clock_map.png
(6 px per µm)
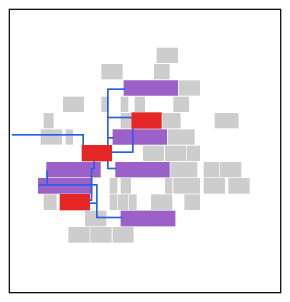
met2.png
(10 px per µm)
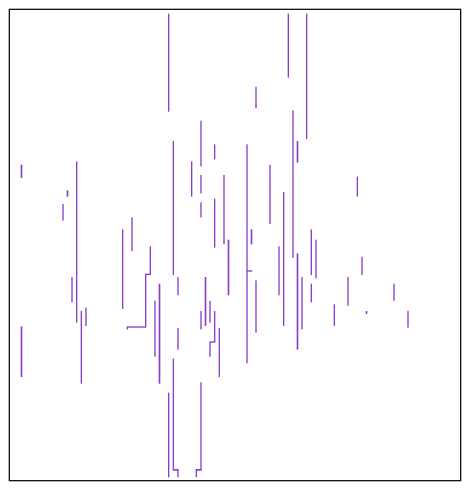
--- src/rtl/incrementor_counter_4_bit_pkg.sv ---
// Shared constants for the 4-bit incrementing counter.
//   CNT_W     : counter width
//   MODE_WRAP : SATURATE value selecting modulo-16 wrap (15 -> 0)
//   MODE_SAT  : SATURATE value selecting hold-at-15 with sticky sat flag
package incrementor_counter_4_bit_pkg;
  localparam int CNT_W     = 4;
  localparam bit MODE_WRAP = 1'b0;
  localparam bit MODE_SAT  = 1'b1;
endpackage

--- src/rtl/and_g.sv ---
// Two-input AND primitive.
//   a, b : inputs
//   y    : a & b
module and_g (
  output logic y,
  input  logic a,
  input  logic b
);
  assign y = a & b;
endmodule

--- src/rtl/half_adder.sv ---
// NOR-only half adder.
//   a, b : addend bits
//   s    : sum   (a ^ b)
//   c    : carry (a & b)
module half_adder (
  output logic s,
  output logic c,
  input  logic a,
  input  logic b
);
  logic n_ab;
  logic n_a_nab;
  logic n_b_nab;
  logic xnor_ab;
  logic a_n;
  logic b_n;

  // XNOR from NOR gates, then a NOR used as an inverter gives XOR.
  assign n_ab    = ~(a | b);
  assign n_a_nab = ~(a | n_ab);
  assign n_b_nab = ~(b | n_ab);
  assign xnor_ab = ~(n_a_nab | n_b_nab);
  assign s       = ~(xnor_ab | xnor_ab);

  // a & b == NOR(~a, ~b), inversions also done with NOR.
  assign a_n = ~(a | a);
  assign b_n = ~(b | b);
  assign c   = ~(a_n | b_n);
endmodule

--- src/rtl/incrementor_4_bit.sv ---
// Combinational +1 incrementor: four half adders in a ripple chain.
//   X  : input value
//   Y  : X + 1 (modulo 16)
//   co : carry out of the top stage, high only when X is 15
module incrementor_4_bit
  import incrementor_counter_4_bit_pkg::*;
(
  output logic [CNT_W-1:0] Y,
  output logic             co,
  input  logic [CNT_W-1:0] X
);
  logic [CNT_W:0] carry;

  // The constant +1 enters as stage-0's B input.
  assign carry[0] = 1'b1;

  genvar i;
  generate
    for (i = 0; i < CNT_W; i++) begin : g_stage
      half_adder u_ha (
        .s (Y[i]),
        .c (carry[i+1]),
        .a (X[i]),
        .b (carry[i])
      );
    end
  endgenerate

  assign co = carry[CNT_W];
endmodule

--- src/rtl/not_g.sv ---
// Inverter primitive.
//   a : input
//   y : ~a
module not_g (
  output logic y,
  input  logic a
);
  assign y = ~a;
endmodule

--- src/rtl/or_g.sv ---
// Two-input OR primitive.
//   a, b : inputs
//   y    : a | b
module or_g (
  output logic y,
  input  logic a,
  input  logic b
);
  assign y = a | b;
endmodule

--- src/rtl/incrementor_counter_4_bit.sv ---
// Registered 4-bit up-counter with ripple half-adder next-state logic.
//   RESET_VAL : count value forced by rst
//   SATURATE  : MODE_WRAP wraps 15 -> 0, MODE_SAT holds at 15
//   clk       : clock, rising edge
//   rst       : asynchronous active-high reset
//   en        : increment enable
//   load      : synchronous load of ld_val (beats en)
//   ld_val    : load value
//   count     : registered counter value
//   tc        : combinational terminal count (count == 15)
//   wrap      : one-cycle pulse in the cycle after a 15 -> 0 step
//   sat       : sticky flag, set by an increment blocked at 15; cleared by load/rst
module incrementor_counter_4_bit
  import incrementor_counter_4_bit_pkg::*;
#(
  parameter logic [CNT_W-1:0] RESET_VAL = '0,
  parameter bit               SATURATE  = MODE_WRAP
) (
  input  logic             clk,
  input  logic             rst,
  input  logic             en,
  input  logic             load,
  input  logic [CNT_W-1:0] ld_val,
  output logic [CNT_W-1:0] count,
  output logic             tc,
  output logic             wrap,
  output logic             sat
);
  logic [CNT_W-1:0] inc;
  logic             co;
  logic             sat_mode;
  logic             wrap_mode;
  logic             load_n;
  logic             en_eff;
  logic             en_at_top;
  logic             blocked;
  logic             blocked_n;
  logic             do_inc;
  logic             upd;
  logic             hold;
  logic             wrap_d;
  logic             sat_keep;
  logic             sat_d;
  logic [CNT_W-1:0] count_d;

  incrementor_4_bit u_inc (
    .Y  (inc),
    .co (co),
    .X  (count)
  );

  assign sat_mode = SATURATE;

  not_g u_mode_n (.y(wrap_mode), .a(sat_mode));
  not_g u_load_n (.y(load_n),    .a(load));

  // Increment request that survives the load override.
  and_g u_en_eff (.y(en_eff),    .a(en),     .b(load_n));
  and_g u_en_top (.y(en_at_top), .a(en_eff), .b(co));

  // In saturate mode an increment at 15 is swallowed instead of wrapping.
  and_g u_blocked   (.y(blocked),   .a(en_at_top), .b(sat_mode));
  not_g u_blocked_n (.y(blocked_n), .a(blocked));
  and_g u_do_inc    (.y(do_inc),    .a(en_eff),    .b(blocked_n));

  // Hold whenever neither load nor a real increment selects a new value.
  or_g  u_upd  (.y(upd),  .a(load), .b(do_inc));
  not_g u_hold (.y(hold), .a(upd));

  // One-hot select mux: load / increment / hold.
  genvar i;
  generate
    for (i = 0; i < CNT_W; i++) begin : g_mux
      logic sel_ld;
      logic sel_inc;
      logic sel_hold;
      logic or_lo;
      and_g u_a_ld   (.y(sel_ld),   .a(ld_val[i]), .b(load));
      and_g u_a_inc  (.y(sel_inc),  .a(inc[i]),    .b(do_inc));
      and_g u_a_hold (.y(sel_hold), .a(count[i]),  .b(hold));
      or_g  u_o_lo   (.y(or_lo),      .a(sel_ld), .b(sel_inc));
      or_g  u_o_hi   (.y(count_d[i]), .a(or_lo),  .b(sel_hold));
    end
  endgenerate

  and_g u_wrap_d (.y(wrap_d), .a(en_at_top), .b(wrap_mode));

  // sat is sticky until load; a blocked increment (already gated by load_n) sets it.
  or_g  u_sat_keep (.y(sat_keep), .a(sat),      .b(blocked));
  and_g u_sat_d    (.y(sat_d),    .a(sat_keep), .b(load_n));

  always_ff @(posedge clk or posedge rst) begin
    if (rst) begin
      count <= RESET_VAL;
      wrap  <= 1'b0;
      sat   <= 1'b0;
    end else begin
      count <= count_d;
      wrap  <= wrap_d;
      sat   <= sat_d;
    end
  end

  assign tc = &count;
endmodule

--- config.mk ---
export PLATFORM = sky130hd
export DESIGN_NAME = incrementor_counter_4_bit
export DESIGN_NICKNAME = d
export VERILOG_FILES = /design/src/rtl/incrementor_counter_4_bit_pkg.sv /design/src/rtl/and_g.sv /design/src/rtl/half_adder.sv /design/src/rtl/incrementor_4_bit.sv /design/src/rtl/not_g.sv /design/src/rtl/or_g.sv /design/src/rtl/incrementor_counter_4_bit.sv
export SDC_FILE = /design/constraint.sdc
export NUM_CORES = 1
export LEC_CHECK = 0
export CORE_AREA = 4 4 41 43
export CTS_BUF_LIST = sky130_fd_sc_hd__clkbuf_8
export DETAILED_ROUTE_END_ITERATION = 8
export DIE_AREA = 0 0 45 47
export GPL_TIMING_DRIVEN = 0
export HOLD_SLACK_MARGIN = 0.08
export PLACE_DENSITY_LB_ADDON = 0.1
export SETUP_SLACK_MARGIN = 0.4
export SLEW_MARGIN = 30
export SYNTH_ARGS = -nofsm -noshare
export SYNTH_HDL_FRONTEND = slang
export SYNTH_SLANG_ARGS = --single-unit
--- constraint.sdc ---
create_clock -name clk -period 3.5 [get_ports clk]
set_clock_uncertainty 0.2 [all_clocks]
set_input_delay 0.875 -clock clk [delete_from_list [all_inputs] [get_ports clk]]
set_output_delay 0.875 -clock clk [all_outputs]
set_load 0.03 [all_outputs]
==> out/results.env <==
CRITICAL_PATH.MAX_FANOUT=3
FINALHOLDVIOLATIONS=0
DPL.CELL_COUNT=59
DIE_H_UM=47
VIAS_IN_THE_FIRST_GLOBAL_ROUTE=242
RELSLEWSLACK_PCT=78.8
PLACE.GP.CONGESTION=0.694
SYNTH.COMB.LARGEST_FAMILY='buffers and inverters'
CHIP_AREA_UM2=2120
FIN_AREA_UM2=512
FINAL_MAX_SLEW_VIOL_COUNT=0
YS_SEQ_SHARE_PCT=45.3
UTILIZATION_PCT=39.3
POST-ROUTE-WORST-SETUP-SLACK_PS=838
FINAL.MIN_CLOCK_PERIOD_PS=2660
DRIVE_GT1_SHARE_PCT=19.1
HOLDBUFCOUNTCTS=0
MOSTFREQUENTLAYOUTCELL='sky130_fd_sc_hd__clkdlybuf4s50_1'
WL_MET3_UM=53
CLOCK_BUFFER_COUNT_FROM_CTS=3
POST-CTS-SETUP-BUFFER-COUNT=0
ROUTED.TOP_LAYER='met3'
FIN_NETS=60
HOLD_PATH.CLASS='register to register'
LAY_TOP_CELLS='sky130_fd_sc_hd__clkdlybuf4s50_1 (12), sky130_fd_sc_hd__dfrtp_1 (6), sky130_fd_sc_hd__nand2_1 (5)'
GRT.OVERFLOW.TOTAL=0
CTS-ROOT-BUF='sky130_fd_sc_hd__clkbuf_8'
INITIAL_UTILIZATION_PCT=25.5
CLKSLEWWORSTSETUPHOLDPATHS_PS=40
SETUP_REPAIR_AFTER_GLOBAL_ROUTING_MISSED_ITS_MARGIN='no'
WORST-ENDPOINT-REQUIRED_PS=2420
MAPPEDNETLISTAREA_UM2=332
DESIGN.CORE.AREA_UM2=1300
FIN_CRIT_SH_PCT=76.1
YOSYSTOPAREACELLSHARE_PCT=45.3
SYNTH_ADDER_AREA_SHARE_PCT=11.3
SYN_AREA_PER_CELL_UM2=10.4
WORST_SLEW_PIN_SLEW_PS=318
CRITICAL_PATH_START_END_CLASSIFICATION='register to output pin'
USE_MET1_PCT=8.82
DIE.SIZE.X_UM=45
ROUTE.DETAILED.DRC=0
POST_DP_CELL_AREA_UM2=470
BUSIEST_LAYER='met2'
WL_PER_CELL_UM=9.95
PLACE_HPWL_UM=514
FINALHOLDWORSTSLACK_PS=303
FMAXACHIEVABLE_MHz=376
IR_DROP_mV=0.205
FLOW.AREA_GROWTH_FROM_SYNTHESIS_PCT=54.3
SYNTH_XOR_XNOR_AREA_SHARE_PCT=2.64
SETUP_TOTAL_NEGATIVE_SLACK_PS=0
YOSYS-TOP-CELLS-AREA='sky130_fd_sc_hd__dfrtp_1 (45%), sky130_fd_sc_hd__ha_1 (11%), sky130_fd_sc_hd__mux2i_1 (9.1%), sky130_fd_sc_hd__buf_4 (9.1%), sky130_fd_sc_hd__o21ai_1 (6.0%)'
STDCELL_COUNT=62
GRT_START_MAX_NET_PINS=11
SYNTH_WARN=0
GRT_FIRST_PASS_WIRELENGTH_MM=1.00
NETLIST.TOP_CELL.BY_AREA='sky130_fd_sc_hd__dfrtp_1'
NUMCLOCKSINKS=6
ROWS=13
IO_PINS=15
NUM_ANTENNA_CELLS=0
MAX-CAP-VIOLATIONS=0
CTSHTREEMAXLEVEL=1
SETUP.WORST_PATH.END_CLASS='output pin'
STARTPOINT_TYPE='register'
SYNTHAOIAREAFRAC_PCT=6.04
POSTCTSRESIZEDCELLS=0
DETAIL_ROUTE.FIRST_PASS.ITERATIONS=3
ROUTE.MET2.WL_UM=302
SYNTHMUXAREASHARE_PCT=9.06
PLACE_WORST_SETUP_SLACK_PS=1060
GR-USAGE-MET3_PCT=2.30
LEAKAGE_nW=0.249
CTSLONGESTPATHBUFFERS=2
YS_AREA_UM2=332
WORST-ENDPOINT-ARRIVAL_PS=1590
WORST-R2R-CELL-COUNT=5
OUTCOME='finished, final reports clean'
TRITONCTS='done'
POST_SYNTH_NUM_CELL_TYPES=13
TOTALPOWERFINAL_W=0.000247
POWER-PER-CELL-AREA_nW_PER_UM2=482
MIN_PATH_CELLS=1
YOSYS_REGISTER_BITS=6
ROUTE.DETAILED.VIAS_PER_INST=4.06
OPENROAD.WARNINGS=26
SYNTHESIS.INSTANCES=32
ANTENNA_FOUND_INITIAL=0
GRT_USE_TOTAL_PCT=6.68
DETAILEDROUTE.FIRSTITERATIONVIOLATIONS=2
REPORT.FINAL.SETUP_VIOL=0
DRT.ANTENNA.VIOLATING_NETS=0
YOSYSCELLCOUNT=32
MAPPED_NETS=43
ROUTE.LAYER.MET1.WL_UM=261
YS_SH_SIMPLE_PCT=10.6
PORT_BUFFERS=12
Notes on clock_map.png above:
legend:
  blue:
    item: clock wires
    length: 89.8 µm
  red:
    item: cells driving clock nets
    count: 3
  purple:
    item: flip-flops
    count: 6
routed clock nets: 4
flops lie: centre
insertion delay of the later-clocked pin in the worst-skew pair: 220 ps
clock distribution power: 0.000101 W
power share of the clock group: 40.9%

Notes on met2.png above:
longest straight run: 21.8 µm
nets with wire on the layer: 50
main direction: vertical
wire length on this layer: 303 µm
share of all routed wire: 49%
via count: 252
Total Routed Length: 617 µm
met2 GRT Util: 9.60%

cell type report:
type | count | area, µm²
Fill cell | 136 | 790
Sequential cell | 6 | 150
Multi-Input combinational cell | 19 | 131
Timing Repair Buffer | 12 | 120
Buffer | 6 | 46.3
Clock buffer | 3 | 41.3
Tap cell | 15 | 18.8
Inverter | 1 | 3.75
worst max-delay path: stages (launching register included):
cell and delay [ps]:
sky130_fd_sc_hd__dfrtp_1 390, sky130_fd_sc_hd__ha_1 220, sky130_fd_sc_hd__and3_1 180, sky130_fd_sc_hd__clkdlybuf4s50_1 580
report_power, final:
group	internal (W)	switching (W)	leakage [nW]
sequential	0.0000760	0.00000560	0.0762
combinational	0.0000343	0.0000299	0.151
clock	0.0000737	0.0000271	0.0216
total	0.000184	0.0000626	0.249
registers in the layout, summed over array words and instances, names as in the netlist:
name	flops
count	4
sat	1
wrap	1
worst paths after layout:
| path | from | endpoint | slack, ps |
|---|---|---|---|
| worst max-delay path | count[0] | tc | 840 |
| worst min-delay path | sat | sat | 300 |
| min in group asynchronous | rst | count[2] | 670 |
| worst min register to register | sat | sat | 300 |
| worst max register to register | count[0] | count[3] | 1860 |
| max in group asynchronous | rst | count[3] | 2250 |
Yosys cell counts:
cell and instances:
sky130_fd_sc_hd__inv_1 1, sky130_fd_sc_hd__nand2_1 5, sky130_fd_sc_hd__mux2i_1 3, sky130_fd_sc_hd__buf_2 1, sky130_fd_sc_hd__buf_6 1, sky130_fd_sc_hd__ha_1 3, sky130_fd_sc_hd__nor2b_1 1, sky130_fd_sc_hd__and3_1 1
sky130_fd_sc_hd__dfrtp_1 6, sky130_fd_sc_hd__xnor2_1 1, sky130_fd_sc_hd__o21ai_1 4, sky130_fd_sc_hd__nor2_1 1, sky130_fd_sc_hd__buf_4 4
Power figures rest on the tool's default switching activity, not on a simulated workload.
